**src/rtl/vga_pkg.sv**
```systemverilog
// rtl/vga_pkg.sv - Shared screen constants, pixel typedefs and scheduler state enum.
package vga_pkg;

    localparam int SCREEN_W = 160;
    localparam int SCREEN_H = 120;

    typedef logic [7:0] vga_x_t;
    typedef logic [6:0] vga_y_t;
    typedef logic [2:0] vga_colour_t;

    typedef enum logic [1:0] {
        IDLE  = 2'd0,
        RUN   = 2'd1,
        DRAIN = 2'd2
    } sched_state_t;

    function automatic logic on_screen(input vga_x_t x, input vga_y_t y);
        return (x < vga_x_t'(SCREEN_W)) && (y < vga_y_t'(SCREEN_H));
    endfunction

endpackage

```
**src/rtl/vga_draw_scheduler_if.sv**
```systemverilog
// rtl/vga_draw_scheduler_if.sv - Engine-side handshake/pixel bus plus adapter-side pixel write.
interface vga_draw_scheduler_if #(
    parameter int NUM_REQ = 3
);
    import vga_pkg::*;

    logic [NUM_REQ-1:0]   req;
    logic [NUM_REQ*8-1:0] eng_x;
    logic [NUM_REQ*7-1:0] eng_y;
    logic [NUM_REQ*3-1:0] eng_colour;
    logic [NUM_REQ-1:0]   eng_plot;
    logic [NUM_REQ-1:0]   done;
    logic [NUM_REQ-1:0]   start;
    logic [NUM_REQ-1:0]   grant;
    logic                 busy;
    vga_x_t               vga_x;
    vga_y_t               vga_y;
    vga_colour_t          vga_colour;
    logic                 vga_plot;

    modport master (
        output req, eng_x, eng_y, eng_colour, eng_plot, done,
        input  start, grant, busy, vga_x, vga_y, vga_colour, vga_plot
    );

    modport slave (
        input  req, eng_x, eng_y, eng_colour, eng_plot, done,
        output start, grant, busy, vga_x, vga_y, vga_colour, vga_plot
    );

endinterface

```
**src/rtl/vga_req_picker.sv**
```systemverilog
// rtl/vga_req_picker.sv - One-hot winner select; VGA_SCHED_RR_EN picks round-robin, else lowest index.
module vga_req_picker #(
    parameter int NUM_REQ = 3,
    parameter int PW      = (NUM_REQ > 1) ? $clog2(NUM_REQ) : 1
) (
    input  logic [NUM_REQ-1:0] i_req,
`ifdef VGA_SCHED_RR_EN
    input  logic [PW-1:0]      i_ptr,
`endif
    output logic [NUM_REQ-1:0] o_onehot
);

    logic w_found;

`ifdef VGA_SCHED_RR_EN
    int w_idx;

    // Search begins at the pointer and wraps, so the last-served engine goes to the back.
    always_comb begin
        o_onehot = '0;
        w_found  = 1'b0;
        w_idx    = 0;
        for (int k = 0; k < NUM_REQ; k++) begin
            w_idx = (int'(i_ptr) + k) % NUM_REQ;
            if (!w_found && i_req[w_idx]) begin
                o_onehot[w_idx] = 1'b1;
                w_found         = 1'b1;
            end
        end
    end
`else
    always_comb begin
        o_onehot = '0;
        w_found  = 1'b0;
        for (int k = 0; k < NUM_REQ; k++) begin
            if (!w_found && i_req[k]) begin
                o_onehot[k] = 1'b1;
                w_found     = 1'b1;
            end
        end
    end
`endif

endmodule

```
**src/rtl/vga_draw_scheduler.sv**
```systemverilog
// rtl/vga_draw_scheduler.sv - Job-granular owner of the VGA write port; VGA_SCHED_RR_EN selects round-robin.
module vga_draw_scheduler
    import vga_pkg::*;
#(
    parameter int NUM_REQ = 3
) (
    input  logic               clk,
    input  logic               rst,
    vga_draw_scheduler_if.slave bus
);

    sched_state_t       r_state, w_state_nxt;
    logic [NUM_REQ-1:0] r_grant, w_grant_nxt;
    logic [NUM_REQ-1:0] w_pick;

    vga_x_t      r_vga_x, w_eng_x;
    vga_y_t      r_vga_y, w_eng_y;
    vga_colour_t r_vga_colour, w_eng_colour;
    logic        r_vga_plot, w_plot_nxt;
    logic        w_eng_plot, w_eng_done;

    // Owner's lanes; grant is one-hot so at most one term contributes.
    always_comb begin
        w_eng_x      = '0;
        w_eng_y      = '0;
        w_eng_colour = '0;
        w_eng_plot   = 1'b0;
        w_eng_done   = 1'b0;
        for (int i = 0; i < NUM_REQ; i++) begin
            if (r_grant[i]) begin
                w_eng_x      = bus.eng_x[i*8 +: 8];
                w_eng_y      = bus.eng_y[i*7 +: 7];
                w_eng_colour = bus.eng_colour[i*3 +: 3];
                w_eng_plot   = bus.eng_plot[i];
                w_eng_done   = bus.done[i];
            end
        end
    end

`ifdef VGA_SCHED_RR_EN
    localparam int PW = (NUM_REQ > 1) ? $clog2(NUM_REQ) : 1;

    logic [PW-1:0] r_ptr, w_ptr_nxt, w_gidx;

    always_comb begin
        w_gidx = '0;
        for (int i = 0; i < NUM_REQ; i++) begin
            if (r_grant[i]) begin
                w_gidx = PW'(i);
            end
        end
    end

    always_comb begin
        w_ptr_nxt = r_ptr;
        if (r_state == DRAIN && !w_eng_done) begin
            w_ptr_nxt = (w_gidx == PW'(NUM_REQ - 1)) ? '0 : w_gidx + 1'b1;
        end
    end

    always_ff @(posedge clk) begin
        if (rst) begin
            r_ptr <= '0;
        end else begin
            r_ptr <= w_ptr_nxt;
        end
    end

    vga_req_picker #(
        .NUM_REQ (NUM_REQ),
        .PW      (PW)
    ) u_picker (
        .i_req    (bus.req),
        .i_ptr    (r_ptr),
        .o_onehot (w_pick)
    );
`else
    vga_req_picker #(
        .NUM_REQ (NUM_REQ)
    ) u_picker (
        .i_req    (bus.req),
        .o_onehot (w_pick)
    );
`endif

    always_comb begin
        w_state_nxt = r_state;
        w_grant_nxt = r_grant;
        case (r_state)
            IDLE: begin
                if (|bus.req) begin
                    w_state_nxt = RUN;
                    w_grant_nxt = w_pick;
                end
            end
            RUN: begin
                if (w_eng_done) begin
                    w_state_nxt = DRAIN;
                end
            end
            DRAIN: begin
                if (!w_eng_done) begin
                    w_state_nxt = IDLE;
                    w_grant_nxt = '0;
                end
            end
            default: begin
                w_state_nxt = IDLE;
                w_grant_nxt = '0;
            end
        endcase
    end

    always_ff @(posedge clk) begin
        if (rst) begin
            r_state <= IDLE;
            r_grant <= '0;
        end else begin
            r_state <= w_state_nxt;
            r_grant <= w_grant_nxt;
        end
    end

    // The done cycle itself must not plot: the engine may still hold its strobe there.
    assign w_plot_nxt = w_eng_plot && (r_state == RUN) && !w_eng_done
                        && on_screen(w_eng_x, w_eng_y);

    always_ff @(posedge clk) begin
        if (rst) begin
            r_vga_x      <= '0;
            r_vga_y      <= '0;
            r_vga_colour <= '0;
            r_vga_plot   <= 1'b0;
        end else begin
            if (r_state != IDLE) begin
                r_vga_x      <= w_eng_x;
                r_vga_y      <= w_eng_y;
                r_vga_colour <= w_eng_colour;
            end
            r_vga_plot <= w_plot_nxt;
        end
    end

    assign bus.start      = (r_state == RUN) ? r_grant : '0;
    assign bus.grant      = r_grant;
    assign bus.busy       = (r_state != IDLE);
    assign bus.vga_x      = r_vga_x;
    assign bus.vga_y      = r_vga_y;
    assign bus.vga_colour = r_vga_colour;
    assign bus.vga_plot   = r_vga_plot;

endmodule

```
**src/flat_wrapper.sv**
```systemverilog
// flat-port wrapper written by rule: the top's interface ports become plain ports
module vga_draw_scheduler_flat import vga_pkg::*;
#(
    parameter int NUM_REQ = 3
)
  (clk, rst, bus_req, bus_eng_x, bus_eng_y, bus_eng_colour, bus_eng_plot, bus_done, bus_start, bus_grant, bus_busy, bus_vga_x, bus_vga_y, bus_vga_colour, bus_vga_plot);
  vga_draw_scheduler_if #(.NUM_REQ(NUM_REQ)) bus_i ();
  input  logic clk;
  input  logic rst;
  input wire logic [$bits(bus_i.req)-1:0] bus_req;
  input wire logic [$bits(bus_i.eng_x)-1:0] bus_eng_x;
  input wire logic [$bits(bus_i.eng_y)-1:0] bus_eng_y;
  input wire logic [$bits(bus_i.eng_colour)-1:0] bus_eng_colour;
  input wire logic [$bits(bus_i.eng_plot)-1:0] bus_eng_plot;
  input wire logic [$bits(bus_i.done)-1:0] bus_done;
  output wire logic [$bits(bus_i.start)-1:0] bus_start;
  output wire logic [$bits(bus_i.grant)-1:0] bus_grant;
  output wire logic [$bits(bus_i.busy)-1:0] bus_busy;
  output wire logic [$bits(bus_i.vga_x)-1:0] bus_vga_x;
  output wire logic [$bits(bus_i.vga_y)-1:0] bus_vga_y;
  output wire logic [$bits(bus_i.vga_colour)-1:0] bus_vga_colour;
  output wire logic [$bits(bus_i.vga_plot)-1:0] bus_vga_plot;
  assign bus_i.req = bus_req;
  assign bus_i.eng_x = bus_eng_x;
  assign bus_i.eng_y = bus_eng_y;
  assign bus_i.eng_colour = bus_eng_colour;
  assign bus_i.eng_plot = bus_eng_plot;
  assign bus_i.done = bus_done;
  assign bus_start = bus_i.start;
  assign bus_grant = bus_i.grant;
  assign bus_busy = bus_i.busy;
  assign bus_vga_x = bus_i.vga_x;
  assign bus_vga_y = bus_i.vga_y;
  assign bus_vga_colour = bus_i.vga_colour;
  assign bus_vga_plot = bus_i.vga_plot;
  vga_draw_scheduler #(.NUM_REQ(NUM_REQ)) u_core (.clk(clk), .rst(rst), .bus(bus_i));
endmodule
```
**config.mk**
```make
export PLATFORM = sky130hd
export DESIGN_NAME = vga_draw_scheduler_flat
export DESIGN_NICKNAME = d
export VERILOG_FILES = /design/src/rtl/vga_pkg.sv /design/src/rtl/vga_draw_scheduler_if.sv /design/src/rtl/vga_req_picker.sv /design/src/rtl/vga_draw_scheduler.sv /design/src/flat_wrapper.sv
export SDC_FILE = /design/constraint.sdc
export NUM_CORES = 1
export LEC_CHECK = 0
export ABC_AREA = 1
export CORE_ASPECT_RATIO = 0.8
export CORE_MARGIN = 2
export CORE_UTILIZATION = 45
export DETAILED_ROUTE_END_ITERATION = 10
export DONT_BUFFER_PORTS = 1
export GPL_TIMING_DRIVEN = 0
export PLACE_DENSITY = 0.63
export SLEW_MARGIN = 30
export SYNTH_ARGS = -nofsm -noshare
export SYNTH_HDL_FRONTEND = slang
export SYNTH_HIERARCHICAL = 1
export SYNTH_SLANG_ARGS = --single-unit
```
**constraint.sdc**
```tcl
create_clock -name clk -period 1.2 [get_ports clk]
set_input_delay 0.12 -clock clk [delete_from_list [all_inputs] [get_ports clk]]
set_output_delay 0.12 -clock clk [all_outputs]
set_load 0.005 [all_outputs]
```
Signal wires on met1:
Supply wires on this layer in gray.
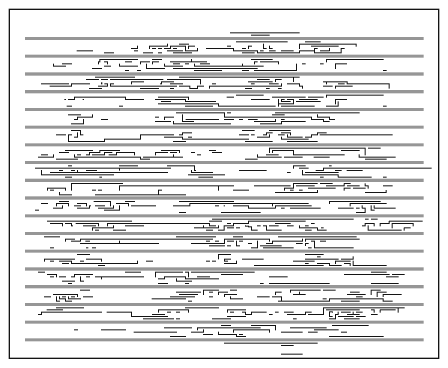
longest straight run: 21.6 µm
nets with wire on the layer: 248
share of all routed wire: 39%
wire length on this layer: 1,720 µm
main direction: horizontal

M2 wires:
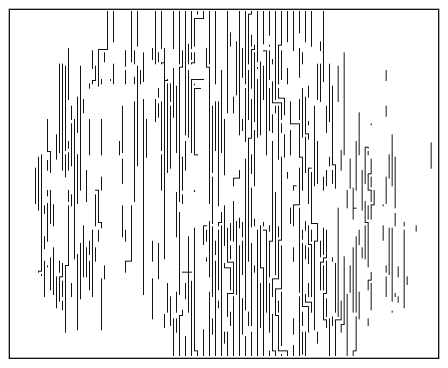
wire length on this layer: 2,210 µm
main direction: vertical
longest straight run: 32.3 µm

==> flow_metrics.tcl <==
# implementation run metrics
set metrics [dict create \
    use_met3_pct 7.02 \
    setup_viol 1 \
    worstPathRequired_ns 1.37 \
    area_growth_pct 40.3 \
    ir_drop_mv 1.43 \
    violations "negative setup slack" \
    drtPass1Iterations 4 \
    ys_seq_share_pct 35.1 \
    met1_length_um 1720 \
    cp_max_fo 6 \
    crit_slowest_cell "dfxtp_2" \
    status "finished, violations left" \
    worst_slack_ns -0.0432 \
    initial_core_util_pct 48.4 \
    cts_tree "built" \
    place.detailed.hpwl_um 2810 \
    grt_pass1_wl_um 5560 \
    power.total_mw 5.35 \
    placed_area_um2 1420 \
    cpPeakStageDelay_ns 0.36 \
    ys_ff 24 \
    startpoint "u_core/bus.grant[0]" \
    worstReg2RegEnd "u_core/bus.vga_plot" \
    gp_congestion 0.742 \
    drv_slew 0 \
    stdcell_area_um2 1920 \
    cts_made_buffers 3 \
    antenna_found_initial 0 \
    period_used_pct 104 \
    powerDensity_nw_per_um2 2780 \
    finalClockSkew_ns 0.00453 \
]
M3 wires:
The bar under the picture is 20 µm long.
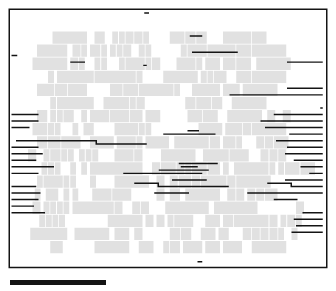
wire length on this layer: 371 µm
main direction: horizontal
nets with wire on the layer: 48
share of all routed wire: 8.5%
longest straight run: 19.1 µm

Clock nets:
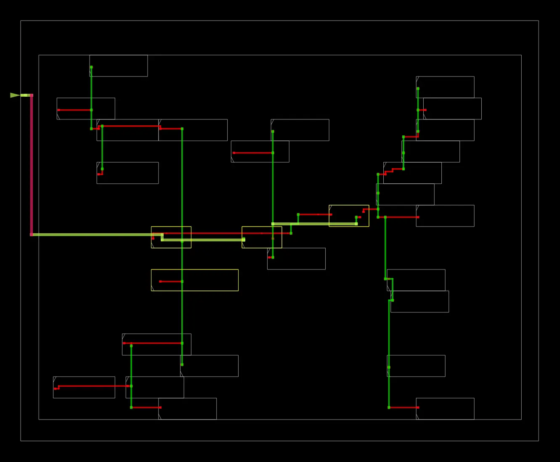
Clk. pwr: 0.689 mW
clk sinks: 24
Seq cells: 24

cells in the mapped netlist:
library cell	number
a211oi_1	1
a21oi_1	36
a22o_1	6
a22o_2	2
buf_2	3
buf_4	1
buf_6	2
buf_8	1
clkbuf_1	1
clkbuf_2	1
clkbuf_8	2
dfxtp_1	24
inv_1	11
inv_2	2
nand2_1	52
nand2_2	2
nand3_1	2
nand3b_1	1
nor2_1	25
nor2_2	2
nor2_4	2
o21ai_0	17
o21ai_1	5
or2_1	1
or2_2	2
cells in the final DEF, fill, tap and decap left out, types with 2 or more instances in the layout:
master     count
a21oi_2       12
nor2_2         4
o21ai_2        3
nand2_1       36
nand2_2       11
inv_1          8
clkbuf_8       4
clkbuf_16      2
dfxtp_4        2
dfxtp_2        3
buf_6          4
buf_12         3
or2_2          2
buf_8          3
o21ai_0        8
o21ai_1       11
a21oi_4        3
a21oi_1       21
buf_4         10
a22o_2         2
nor2_4         5
nand2_4        7
dfxtp_1       19
inv_2          4
nor2_1        20
a22o_1         6
state kept, by name, indices dropped and copies added (netlist names):
| register | count |
|---|---|
| u_core/r_state | 2 |
| u_core/bus.grant | 3 |
| u_core/bus.vga_plot | 1 |
| u_core/bus.vga_colour | 3 |
| u_core/bus.vga_x | 8 |
| u_core/bus.vga_y | 7 |
final cells by class:
class                      count  area (µm²)
buffer                        11         129
clock buffer                   3        41.3
clock inverter                 1        30.0
fill                         235         908
inverter                      13        51.3
multi-input combinational    156         951
sequential                    24         492
tap                           38        47.5
timing repair buffer          15         179
cells by family after synthesis:
| logic type | synth area share (%) |
|---|---|
| buf+inv | 10.6 |
| simple gates | 27.2 |
| compound gates | 27.1 |
| flops | 35.1 |
report_power, final:
part	internal [mW]	switching, mW	leakage (nW)
clock	0.445	0.244	0.0357
sequential	1.15	0.308	0.200
combinational	1.48	1.72	0.573
Power figures rest on the tool's default switching activity, not on a simulated workload.
